===== src/rtl/cpu_pkg.sv =====
// Shared pipeline definitions: RV32I load/store funct3 encodings and LSU state/timeout defaults.
package cpu_pkg;

    localparam logic [2:0] F3_LB  = 3'b000;
    localparam logic [2:0] F3_LH  = 3'b001;
    localparam logic [2:0] F3_LW  = 3'b010;
    localparam logic [2:0] F3_LBU = 3'b100;
    localparam logic [2:0] F3_LHU = 3'b101;
    localparam logic [2:0] F3_SB  = 3'b000;
    localparam logic [2:0] F3_SH  = 3'b001;
    localparam logic [2:0] F3_SW  = 3'b010;

    localparam int unsigned LSU_TIMEOUT = 256;

    typedef enum logic [1:0] {
        LSU_IDLE,
        LSU_REQ,
        LSU_WAIT,
        LSU_RESP
    } lsu_state_t;

endpackage


===== src/rtl/lsu_align.sv =====
// Combinational lane logic: byte enables, store-data replication, load extraction/extension
// and misalignment / illegal-funct3 detection.
module lsu_align
    import cpu_pkg::*;
(
    input  logic        we_i,
    input  logic [2:0]  funct3_i,
    input  logic [1:0]  addr_lo_i,
    input  logic [31:0] wdata_i,
    input  logic [31:0] rdata_i,
    output logic [3:0]  be_o,
    output logic [31:0] wdata_rep_o,
    output logic [31:0] rdata_ext_o,
    output logic        misalign_o,
    output logic        illegal_o
);

    logic [7:0]  byte_sel;
    logic [15:0] half_sel;

    always_comb begin
        case (addr_lo_i)
            2'd0:    byte_sel = rdata_i[7:0];
            2'd1:    byte_sel = rdata_i[15:8];
            2'd2:    byte_sel = rdata_i[23:16];
            default: byte_sel = rdata_i[31:24];
        endcase
        half_sel = addr_lo_i[1] ? rdata_i[31:16] : rdata_i[15:0];
    end

    always_comb begin
        misalign_o = 1'b0;
        if (funct3_i[1:0] == 2'b01)
            misalign_o = addr_lo_i[0];
        else if (funct3_i[1:0] == 2'b10)
            misalign_o = (addr_lo_i != 2'b00);

        if (we_i)
            illegal_o = (funct3_i > F3_SW);
        else
            illegal_o = (funct3_i == 3'b011) || (funct3_i == 3'b110) || (funct3_i == 3'b111);
    end

    always_comb begin
        be_o        = 4'hF;
        wdata_rep_o = wdata_i;
        if (we_i) begin
            case (funct3_i)
                F3_SB: begin
                    be_o        = 4'b0001 << addr_lo_i;
                    wdata_rep_o = {4{wdata_i[7:0]}};
                end
                F3_SH: begin
                    be_o        = addr_lo_i[1] ? 4'b1100 : 4'b0011;
                    wdata_rep_o = {2{wdata_i[15:0]}};
                end
                default: ;
            endcase
        end
    end

    always_comb begin
        case (funct3_i)
            F3_LB:   rdata_ext_o = {{24{byte_sel[7]}}, byte_sel};
            F3_LBU:  rdata_ext_o = {24'd0, byte_sel};
            F3_LH:   rdata_ext_o = {{16{half_sel[15]}}, half_sel};
            F3_LHU:  rdata_ext_o = {16'd0, half_sel};
            F3_LW:   rdata_ext_o = rdata_i;
            default: rdata_ext_o = '0;
        endcase
    end

endmodule


===== src/rtl/mem_stage_lsu.sv =====
// MEM-stage load/store unit: drives a request/grant/response memory port, stalls the
// pipeline while an access is outstanding and returns one completion pulse per access.
module mem_stage_lsu
    import cpu_pkg::*;
#(
    parameter int unsigned TIMEOUT_CYCLES = LSU_TIMEOUT,
    parameter int unsigned CNT_W          = 9
) (
    input  logic        clk,
    input  logic        rst,
    input  logic        req_valid,
    input  logic        req_we,
    input  logic [2:0]  req_funct3,
    input  logic [31:0] req_addr,
    input  logic [31:0] req_wdata,
    output logic        lsu_stall,
    output logic        rsp_valid,
    output logic [31:0] rsp_rdata,
    output logic        rsp_err,
    output logic        mem_req,
    output logic        mem_we,
    output logic [31:0] mem_addr,
    output logic [3:0]  mem_be,
    output logic [31:0] mem_wdata,
    input  logic        mem_gnt,
    input  logic        mem_rvalid,
    input  logic [31:0] mem_rdata
);

    lsu_state_t state_q, state_d;
    logic [CNT_W-1:0] cnt_q, cnt_d;
    logic        we_q, we_d;
    logic [2:0]  f3_q, f3_d;
    logic [1:0]  alo_q, alo_d;
    logic        mem_req_q, mem_req_d, mem_we_q, mem_we_d;
    logic [31:0] mem_addr_q, mem_addr_d, mem_wdata_q, mem_wdata_d;
    logic [3:0]  mem_be_q, mem_be_d;
    logic        rsp_valid_q, rsp_valid_d, rsp_err_q, rsp_err_d;
    logic [31:0] rsp_rdata_q, rsp_rdata_d;

    logic        idle, timeout, bad;
    logic        a_we, a_misalign, a_illegal;
    logic [2:0]  a_f3;
    logic [1:0]  a_alo;
    logic [3:0]  a_be;
    logic [31:0] a_wdata, a_rdata;

    // In IDLE the aligner looks at the live request; afterwards at the latched copy.
    assign idle  = (state_q == LSU_IDLE);
    assign a_we  = idle ? req_we : we_q;
    assign a_f3  = idle ? req_funct3 : f3_q;
    assign a_alo = idle ? req_addr[1:0] : alo_q;

    lsu_align u_align (
        .we_i        (a_we),
        .funct3_i    (a_f3),
        .addr_lo_i   (a_alo),
        .wdata_i     (req_wdata),
        .rdata_i     (mem_rdata),
        .be_o        (a_be),
        .wdata_rep_o (a_wdata),
        .rdata_ext_o (a_rdata),
        .misalign_o  (a_misalign),
        .illegal_o   (a_illegal)
    );

    assign bad     = a_misalign | a_illegal;
    assign timeout = (cnt_q >= CNT_W'(TIMEOUT_CYCLES - 1));

    assign lsu_stall = (idle & req_valid) | (state_q == LSU_REQ) | (state_q == LSU_WAIT);

    always_ff @(posedge clk or posedge rst) begin
        if (rst) state_q <= LSU_IDLE;
        else     state_q <= state_d;
    end

    always_comb begin
        state_d = state_q;
        case (state_q)
            LSU_IDLE: if (req_valid) state_d = bad ? LSU_RESP : LSU_REQ;
            LSU_REQ: begin
                if (mem_gnt)      state_d = we_q ? LSU_RESP : LSU_WAIT;
                else if (timeout) state_d = LSU_RESP;
            end
            LSU_WAIT: if (mem_rvalid || timeout) state_d = LSU_RESP;
            LSU_RESP: state_d = LSU_IDLE;
            default:  state_d = LSU_IDLE;
        endcase
    end

    // Next values of every registered output; completion takes priority over timeout.
    always_comb begin
        cnt_d       = cnt_q;
        we_d        = we_q;
        f3_d        = f3_q;
        alo_d       = alo_q;
        mem_req_d   = mem_req_q;
        mem_we_d    = mem_we_q;
        mem_addr_d  = mem_addr_q;
        mem_be_d    = mem_be_q;
        mem_wdata_d = mem_wdata_q;
        rsp_valid_d = 1'b0;
        rsp_err_d   = 1'b0;
        rsp_rdata_d = '0;
        case (state_q)
            LSU_IDLE: begin
                if (req_valid) begin
                    we_d  = req_we;
                    f3_d  = req_funct3;
                    alo_d = req_addr[1:0];
                    if (bad) begin
                        rsp_valid_d = 1'b1;
                        rsp_err_d   = 1'b1;
                    end else begin
                        cnt_d       = '0;
                        mem_req_d   = 1'b1;
                        mem_we_d    = req_we;
                        mem_addr_d  = {req_addr[31:2], 2'b00};
                        mem_be_d    = a_be;
                        mem_wdata_d = a_wdata;
                    end
                end
            end
            LSU_REQ: begin
                cnt_d = cnt_q + 1'b1;
                if (mem_gnt || timeout) begin
                    mem_req_d = 1'b0;
                    mem_we_d  = 1'b0;
                end
                if (mem_gnt) begin
                    rsp_valid_d = we_q;
                end else if (timeout) begin
                    rsp_valid_d = 1'b1;
                    rsp_err_d   = 1'b1;
                end
            end
            LSU_WAIT: begin
                cnt_d = cnt_q + 1'b1;
                if (mem_rvalid) begin
                    rsp_valid_d = 1'b1;
                    rsp_rdata_d = a_rdata;
                end else if (timeout) begin
                    rsp_valid_d = 1'b1;
                    rsp_err_d   = 1'b1;
                end
            end
            default: ;
        endcase
    end

    always_ff @(posedge clk or posedge rst) begin
        if (rst) begin
            cnt_q       <= '0;
            we_q        <= 1'b0;
            f3_q        <= '0;
            alo_q       <= '0;
            mem_req_q   <= 1'b0;
            mem_we_q    <= 1'b0;
            mem_addr_q  <= '0;
            mem_be_q    <= '0;
            mem_wdata_q <= '0;
            rsp_valid_q <= 1'b0;
            rsp_err_q   <= 1'b0;
            rsp_rdata_q <= '0;
        end else begin
            cnt_q       <= cnt_d;
            we_q        <= we_d;
            f3_q        <= f3_d;
            alo_q       <= alo_d;
            mem_req_q   <= mem_req_d;
            mem_we_q    <= mem_we_d;
            mem_addr_q  <= mem_addr_d;
            mem_be_q    <= mem_be_d;
            mem_wdata_q <= mem_wdata_d;
            rsp_valid_q <= rsp_valid_d;
            rsp_err_q   <= rsp_err_d;
            rsp_rdata_q <= rsp_rdata_d;
        end
    end

    assign mem_req   = mem_req_q;
    assign mem_we    = mem_we_q;
    assign mem_addr  = mem_addr_q;
    assign mem_be    = mem_be_q;
    assign mem_wdata = mem_wdata_q;
    assign rsp_valid = rsp_valid_q;
    assign rsp_err   = rsp_err_q;
    assign rsp_rdata = rsp_rdata_q;

endmodule

===== config.mk =====
export PLATFORM = sky130hd
export DESIGN_NAME = mem_stage_lsu
export DESIGN_NICKNAME = d
export VERILOG_FILES = /design/src/rtl/cpu_pkg.sv /design/src/rtl/lsu_align.sv /design/src/rtl/mem_stage_lsu.sv
export SDC_FILE = /design/constraint.sdc
export NUM_CORES = 1
export LEC_CHECK = 0
export CAP_MARGIN = 10
export CORE_MARGIN = 8
export CORE_UTILIZATION = 45
export DETAILED_ROUTE_END_ITERATION = 10
export HOLD_SLACK_MARGIN = 0.06
export PLACE_DENSITY = 0.89
export SETUP_SLACK_MARGIN = 0.2
export SYNTH_ARGS = -nofsm -noshare
export SYNTH_HDL_FRONTEND = slang
export SYNTH_SLANG_ARGS = --single-unit

===== constraint.sdc =====
create_clock -name clk -period 10.2 [get_ports clk]
set_input_delay 1.02 -clock clk [delete_from_list [all_inputs] [get_ports clk]]
set_output_delay 1.02 -clock clk [all_outputs]
set_load 0.01 [all_outputs]

**The metal 4 layer**

Scale bar: 50 um.
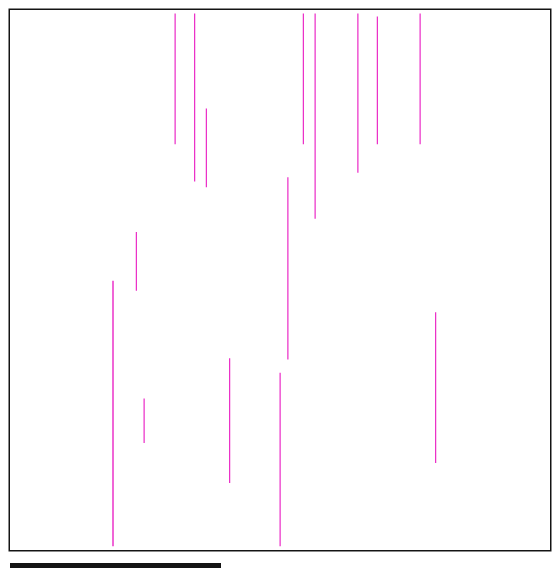
wire length on this layer: 500 um
main direction: vertical
longest straight run: 62.6 um
nets with wire on the layer: 11
share of all routed wire: 2.9%
total wire length after detailed routing: 17500 um
total via count in the routed design: 5106

**Sequential cells grouped by signal name**

Scale bar: 50 um.
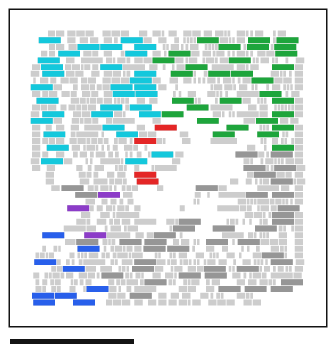
| color | name in the netlist | placed flops |
|---|---|---|
| blue | cnt_q | 9 |
| cyan | rsp_rdata | 32 |
| purple | f3_q | 3 |
| green | mem_addr | 30 |
| red | mem_be | 4 |
not colored: 41
flip-flop and latch share of the layout cell area: 0.355
Core Util, Final: 0.676
combined flip-flop and latch cell area: 2980 um2
seq pwr: 0.000738 W

==> impl.org <==
#+TITLE: Implementation results

** Run status
- The flow ran to the end, and the final reports show no timing, DRC or antenna violations.

** Clock tree
- In this run the number of H-tree levels came out at 4.
- Hold Buf Count CTS :: 0
- On the reported timing paths, the clock transition at the registers reads 50 ps.
- Clock sink count :: 119

** Layout
- Count of flip-flops and latches :: 119
- Multi-input logic gates represent a cell area share of 0.294.
- Non-clock buffers in the final layout number 211.
- 0 antenna diodes ended up in the layout.
- Measured on the final layout, buffering overhead outside the clock network stands at 0.251.
- Non-clock inverter total of the final layout :: 10
- Post-route cell area :: 8390 um2

** Critical path
- R2R cell count :: 8
- Looking at the critical path, the highest net fanout was 9.
- Setup crit start kind :: input port
- STA classifies the critical path endpoint as an output port.
- Launch point of the worst path :: req_valid
- Register-to-register setup slack :: 7050 ps

** Pwr
- Psw :: 0.000880 W

** Yosys
- The main area contributors are sky130_fd_sc_hd__dfrtp_1, sky130_fd_sc_hd__nand2_1, sky130_fd_sc_hd__mux2i_1, sky130_fd_sc_hd__o31ai_1, sky130_fd_sc_hd__nor2_1.
- Cells in synth_stat.txt :: 587
- Commonest cells in the synthesized netlist :: sky130_fd_sc_hd__nand2_1, sky130_fd_sc_hd__dfrtp_1, sky130_fd_sc_hd__nor2_1

** Global routing
- Final global-route overflow total :: 0
- The global routing report lists met3 layer usage as 0.0616.
- In the global route stage, overall resource usage came out at 0.214.

** Floorplanning
- According to the floorplan report, the total die area is 16300 um2.
- The vertical die dimension reported for this design is 128 um.

** Timing
- Min Clock Period, post-route :: 3600 ps
- Setup repair after global routing left no endpoint under its margin.

** Placement
- Number of instances in the placed design :: 937
## kinds of logic after synthesis
kind of cell | share of synthesized area
AOI/OAI and AO/OA | 0.165
adders and majority gates | 0.0133
buffers and inverters | 0.0385
DFF | 0.529
muxes | 0.0703
other | 0.000666
and+or+nand+nor | 0.183
## registers in the layout, summed over array words and instances (netlist names)
signal	flops
f3_q	3
mem_wdata	32
we_q	1
mem_addr	30
rsp_err	1
mem_we	1
state_q	2
rsp_rdata	32
cnt_q	9
mem_be	4
rsp_valid	1
alo_q	2
mem_req	1
## critical path, stage by stage
cell and delay (ps):
sky130_fd_sc_hd__clkdlybuf4s50_1 590, sky130_fd_sc_hd__nand2_1 260, sky130_fd_sc_hd__nand3_1 160, sky130_fd_sc_hd__clkdlybuf4s50_1 550
Power is estimated from default activity; no workload was simulated.
